**Layout detail**

The bar under the picture is 5 um long. Window x 89 to 109, y 129 to 149 um. Cells in grey, sequential cells in the stronger grey; small squares are vias.
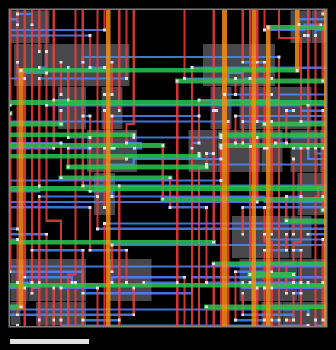
**Clock nets**

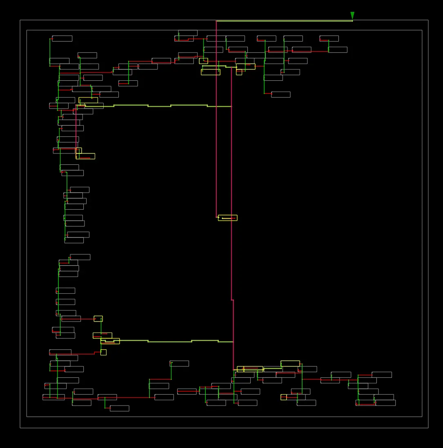
**Routed metal per tile**

The die is cut into 40 by 40 equal tiles; white is low, dark blue is high, scaled to the fullest tile. Values are wire area over tile area, all layers added.
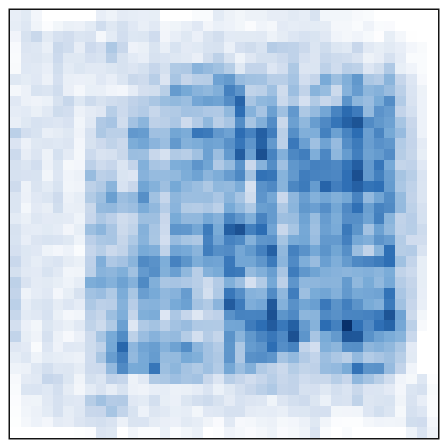
**src/rtl/alu_pkg.sv**
```systemverilog
// Shared definitions for the ALU and its two-port arbiter: op codes, data width, FSM states.
package alu_pkg;

    localparam int unsigned XLEN = 32;

    localparam logic [3:0] ALU_ADD  = 4'b0000;
    localparam logic [3:0] ALU_SUB  = 4'b1000;
    localparam logic [3:0] ALU_SLL  = 4'b0001;
    localparam logic [3:0] ALU_SLT  = 4'b0010;
    localparam logic [3:0] ALU_SLTU = 4'b0011;
    localparam logic [3:0] ALU_XOR  = 4'b0100;
    localparam logic [3:0] ALU_SRL  = 4'b0101;
    localparam logic [3:0] ALU_SRA  = 4'b1101;
    localparam logic [3:0] ALU_OR   = 4'b0110;
    localparam logic [3:0] ALU_AND  = 4'b0111;

    typedef enum logic [1:0] {
        StIdle,
        StExec,
        StResp
    } arb_state_e;

endpackage

```
**src/rtl/alu.sv**
```systemverilog
// Combinational 32-bit ALU; zero is only meaningful for sub (a == b), cleared otherwise.
module alu
    import alu_pkg::*;
(
    input  logic [3:0]      op_i,
    input  logic [XLEN-1:0] a_i,
    input  logic [XLEN-1:0] b_i,
    output logic [XLEN-1:0] res_o,
    output logic            zero_o
);

    logic [4:0] shamt;
    assign shamt = b_i[4:0];

    always_comb begin
        res_o  = a_i;
        zero_o = 1'b0;
        case (op_i)
            ALU_ADD:  res_o = a_i + b_i;
            ALU_SUB: begin
                res_o  = a_i - b_i;
                zero_o = (a_i == b_i);
            end
            ALU_SLL:  res_o = a_i << shamt;
            ALU_SLT:  res_o = {{(XLEN-1){1'b0}}, ($signed(a_i) < $signed(b_i))};
            ALU_SLTU: res_o = {{(XLEN-1){1'b0}}, (a_i < b_i)};
            ALU_XOR:  res_o = a_i ^ b_i;
            ALU_SRL:  res_o = a_i >> shamt;
            ALU_SRA:  res_o = $unsigned($signed(a_i) >>> shamt);
            ALU_OR:   res_o = a_i | b_i;
            ALU_AND:  res_o = a_i & b_i;
            default:  res_o = a_i;
        endcase
    end

endmodule

```
**src/rtl/alu_arbiter.sv**
```systemverilog
// Shares one ALU between two valid/ready requesters; one operation in flight,
// operands and result registered, round-robin or fixed-priority arbitration.
module alu_arbiter
    import alu_pkg::*;
#(
    parameter int unsigned FIXED_PRIO = 0
) (
    input  logic            clk,
    input  logic            rst_n,
    input  logic            req_valid_0,
    input  logic            req_valid_1,
    output logic            req_ready_0,
    output logic            req_ready_1,
    input  logic [3:0]      req_op_0,
    input  logic [3:0]      req_op_1,
    input  logic [XLEN-1:0] req_a_0,
    input  logic [XLEN-1:0] req_a_1,
    input  logic [XLEN-1:0] req_b_0,
    input  logic [XLEN-1:0] req_b_1,
    output logic            resp_valid_0,
    output logic            resp_valid_1,
    input  logic            resp_ready_0,
    input  logic            resp_ready_1,
    output logic [XLEN-1:0] resp_data,
    output logic            resp_zero,
    output logic            busy
);

    arb_state_e      state_q;
    logic            last_gnt_q;
    logic            gnt_id_q;
    logic [3:0]      op_q;
    logic [XLEN-1:0] a_q;
    logic [XLEN-1:0] b_q;
    logic [XLEN-1:0] res_q;
    logic            zero_q;
    logic [1:0]      resp_valid_q;

    logic            gnt_d;
    logic            any_valid;
    logic            resp_take;
    logic [XLEN-1:0] alu_res;
    logic            alu_zero;

    assign any_valid = req_valid_0 | req_valid_1;

    // On a tie the port not granted last wins, unless port 0 is fixed-priority.
    always_comb begin
        gnt_d = req_valid_1;
        if (req_valid_0 && req_valid_1) begin
            gnt_d = (FIXED_PRIO != 0) ? 1'b0 : ~last_gnt_q;
        end
    end

    // Gated with rst_n so no request is accepted while reset is held.
    assign req_ready_0 = rst_n && (state_q == StIdle) && req_valid_0 && !gnt_d;
    assign req_ready_1 = rst_n && (state_q == StIdle) && req_valid_1 && gnt_d;

    assign resp_take = gnt_id_q ? resp_ready_1 : resp_ready_0;

    alu u_alu (
        .op_i   (op_q),
        .a_i    (a_q),
        .b_i    (b_q),
        .res_o  (alu_res),
        .zero_o (alu_zero)
    );

    always_ff @(posedge clk or negedge rst_n) begin
        if (!rst_n) begin
            state_q      <= StIdle;
            last_gnt_q   <= 1'b1;
            gnt_id_q     <= 1'b0;
            op_q         <= '0;
            a_q          <= '0;
            b_q          <= '0;
            res_q        <= '0;
            zero_q       <= 1'b0;
            resp_valid_q <= 2'b00;
        end else begin
            unique case (state_q)
                StIdle: begin
                    if (any_valid) begin
                        op_q       <= gnt_d ? req_op_1 : req_op_0;
                        a_q        <= gnt_d ? req_a_1 : req_a_0;
                        b_q        <= gnt_d ? req_b_1 : req_b_0;
                        gnt_id_q   <= gnt_d;
                        last_gnt_q <= gnt_d;
                        state_q    <= StExec;
                    end
                end
                StExec: begin
                    res_q                  <= alu_res;
                    zero_q                 <= alu_zero;
                    resp_valid_q[gnt_id_q] <= 1'b1;
                    state_q                <= StResp;
                end
                StResp: begin
                    if (resp_take) begin
                        resp_valid_q <= 2'b00;
                        state_q      <= StIdle;
                    end
                end
                default: state_q <= StIdle;
            endcase
        end
    end

    assign resp_valid_0 = resp_valid_q[0];
    assign resp_valid_1 = resp_valid_q[1];
    assign resp_data    = res_q;
    assign resp_zero    = zero_q;
    assign busy         = (state_q != StIdle);

endmodule

```
**config.mk**
```make
export PLATFORM = sky130hd
export DESIGN_NAME = alu_arbiter
export DESIGN_NICKNAME = d
export VERILOG_FILES = /design/src/rtl/alu_pkg.sv /design/src/rtl/alu.sv /design/src/rtl/alu_arbiter.sv
export SDC_FILE = /design/constraint.sdc
export NUM_CORES = 1
export LEC_CHECK = 0
export CORE_MARGIN = 3
export CORE_UTILIZATION = 40
export DETAILED_ROUTE_END_ITERATION = 10
export GPL_TIMING_DRIVEN = 0
export PLACE_DENSITY = 0.67
export SKIP_CTS_REPAIR_TIMING = 1
export SYNTH_ARGS = -nofsm -noshare
export SYNTH_HDL_FRONTEND = slang
export SYNTH_HIERARCHICAL = 1
export SYNTH_SLANG_ARGS = --single-unit
```
**constraint.sdc**
```tcl
create_clock -name clk -period 3.6 [get_ports clk]
set_clock_uncertainty 0.05 [all_clocks]
set_input_delay 0.72 -clock clk [delete_from_list [all_inputs] [get_ports clk]]
set_output_delay 0.72 -clock clk [all_outputs]
set_load 0.01 [all_outputs]
```
==> out/results.ini <==
[synth]
area_leaders=dfrtp_1 (18%), mux2_4 (14%), mux4_2 (10%)
ys_types=84
yosys-dominant-comb-family=multiplexers
mux_area_frac=0.2967
dominantRegCellSynth=dfrtp_1
edf_count=0
yosys_area_um2=14750
floorplan.nets=1921
syn_area_um2=14750
synth_adder_area_share=0.08584
synth_cells=1679
top_area_frac=0.1798
synth-simple-area-share=0.1327
yosys_warnings=6
ys_sh_aoi=0.2170
largest_area_cell=dfrtp_1
ys_seq_frac=0.1816

[finish]
antennaDiodeCount=1
ff_count=107
buffer_area_frac=0.1702
fin_util=0.5287
comb_area_um2=11720
stdcell_area_um2=19030
clock_cell_area_share=0.01505
final_cell_mix=clkdlybuf4s50_1 (178), nor2_1 (177), mux2_4 (142)
n_all_inverters=118
n_all_buffers=384
clkbuf_count=9
comb_share=0.6157
largestClassByArea=multi-input combinational cells
layoutNonFillerInstCount=2408
layout.cells.most_common=clkdlybuf4s50_1

[cts]
clk_path_buf_depth=2
htree_levels=3
clockRootBuffer=clkbuf_16

[setup_path]
crit_end=resp_data[21]
slowest_delay_ps=430
crit_path_start=b_q[1]
cp_max_fo=6
cp_slowest_cell=a311o_2
path_depth=15
regToRegEndpoint=resp_data[21]
path_cells=buf_8 > buf_12 > clkinvlp_4 > buf_6 > ha_4 > a21oi_4 > o211ai_1 > nand2_1 > o21ai_4 > a21o_1 > a311o_2 > a221o_1 > a221oi_2 > nor2_2 > mux2_4
critPathTopFamily=AND-OR/OR-AND gates
crit_buf_inv=4
r2r_start=b_q[1]
r2r_cells=15
cp-start-kind=flop
crit_arrival_ps=4060
path_class=flop to flop
critPathCaptureType=flop

[outcome]
violations=negative setup slack
outcome=finished, violations left

[drt]
drtIter0Drc=1700
drcViolationCount=0
drtPass1Iterations=6
wirelength_met1_mm=27.23
met3_wirelength_mm=7.386
postRouteAntennaNets=0
highest_layer=met4
met2WireLength_mm=32.24

[place]
io_buffers=179
post-place-cells=2320
place_hpwl_mm=56.67
place_ws_ps=-2240
gp_congestion=1.010
placed_cell_area_um2=17150

[sta]
finalSetupViolations=22
rsz0062_at_grt=true
worst-slew-pin-transition_ps=941.0
drv_slew=0
timing.setup.tns_ps=-2439
fmaxAchievable_ghz=0.2606
maxSlewHeadroom=0.3703
timing.final.ws_setup_ps=-237.3
fin_crit_ps=3837

[floorplanning]
dieArea_um2=39220
initial_core_util=0.4098
tap_cells=461
core_um2=36000
die.size.y_um=198.0
fp-row-count=69

[min_path]
hold_path.class=input port to asynchronous set/reset pin

[grt]
grt_max_degree=73
grtUsageMet2=0.5618
use_met1=0.4501
grt_antenna_before_repair=1
met3_usage=0.07419
grt_pass1_vias=15258

[flow_run]
warnings=93
maxCapViolations=0

Back to the opening pictures, 'layout detail':
legend:
  blue:
    layer: metal 1
  green:
    layer: metal 3
  orange:
    layer: metal 4
  red:
    layer: metal 2
most frequent: inv_1 (4), nor2_1 (3), nor3_1 (3)
sequential cells in the window: 0
cells with their middle in the window: 27

Back to the opening pictures, 'clock nets':
CTS Sinks: 107
clk latency late pin: 390 ps

Back to the opening pictures, 'routed metal per tile':
mean over tiles: 0.32
emptiest ninth of the die: north-west
fullest tile: 1.0
DRT Wirelength: 72.13 mm
WL per Instance: 29.95 um
total global-route track usage: 0.3555
via count: 15882

[synthesized netlist by cell type, types with 14 or more instances]
cell type / instances
nor2_1: 179
mux2_4: 134
a21oi_1: 128
inv_1: 112
dfrtp_1: 106
nand2_1: 106
o21ai_0: 101
ha_1: 98
clkbuf_1: 78
mux4_2: 67
mux2i_1: 45
mux2_2: 36
nor3_1: 34
a22oi_1: 30
nand3_1: 27
buf_2: 25
o211ai_1: 21
a31oi_1: 20
xnor2_1: 17
a211oi_1: 16
o21bai_1: 16
nor2b_1: 14
nor4_1: 14
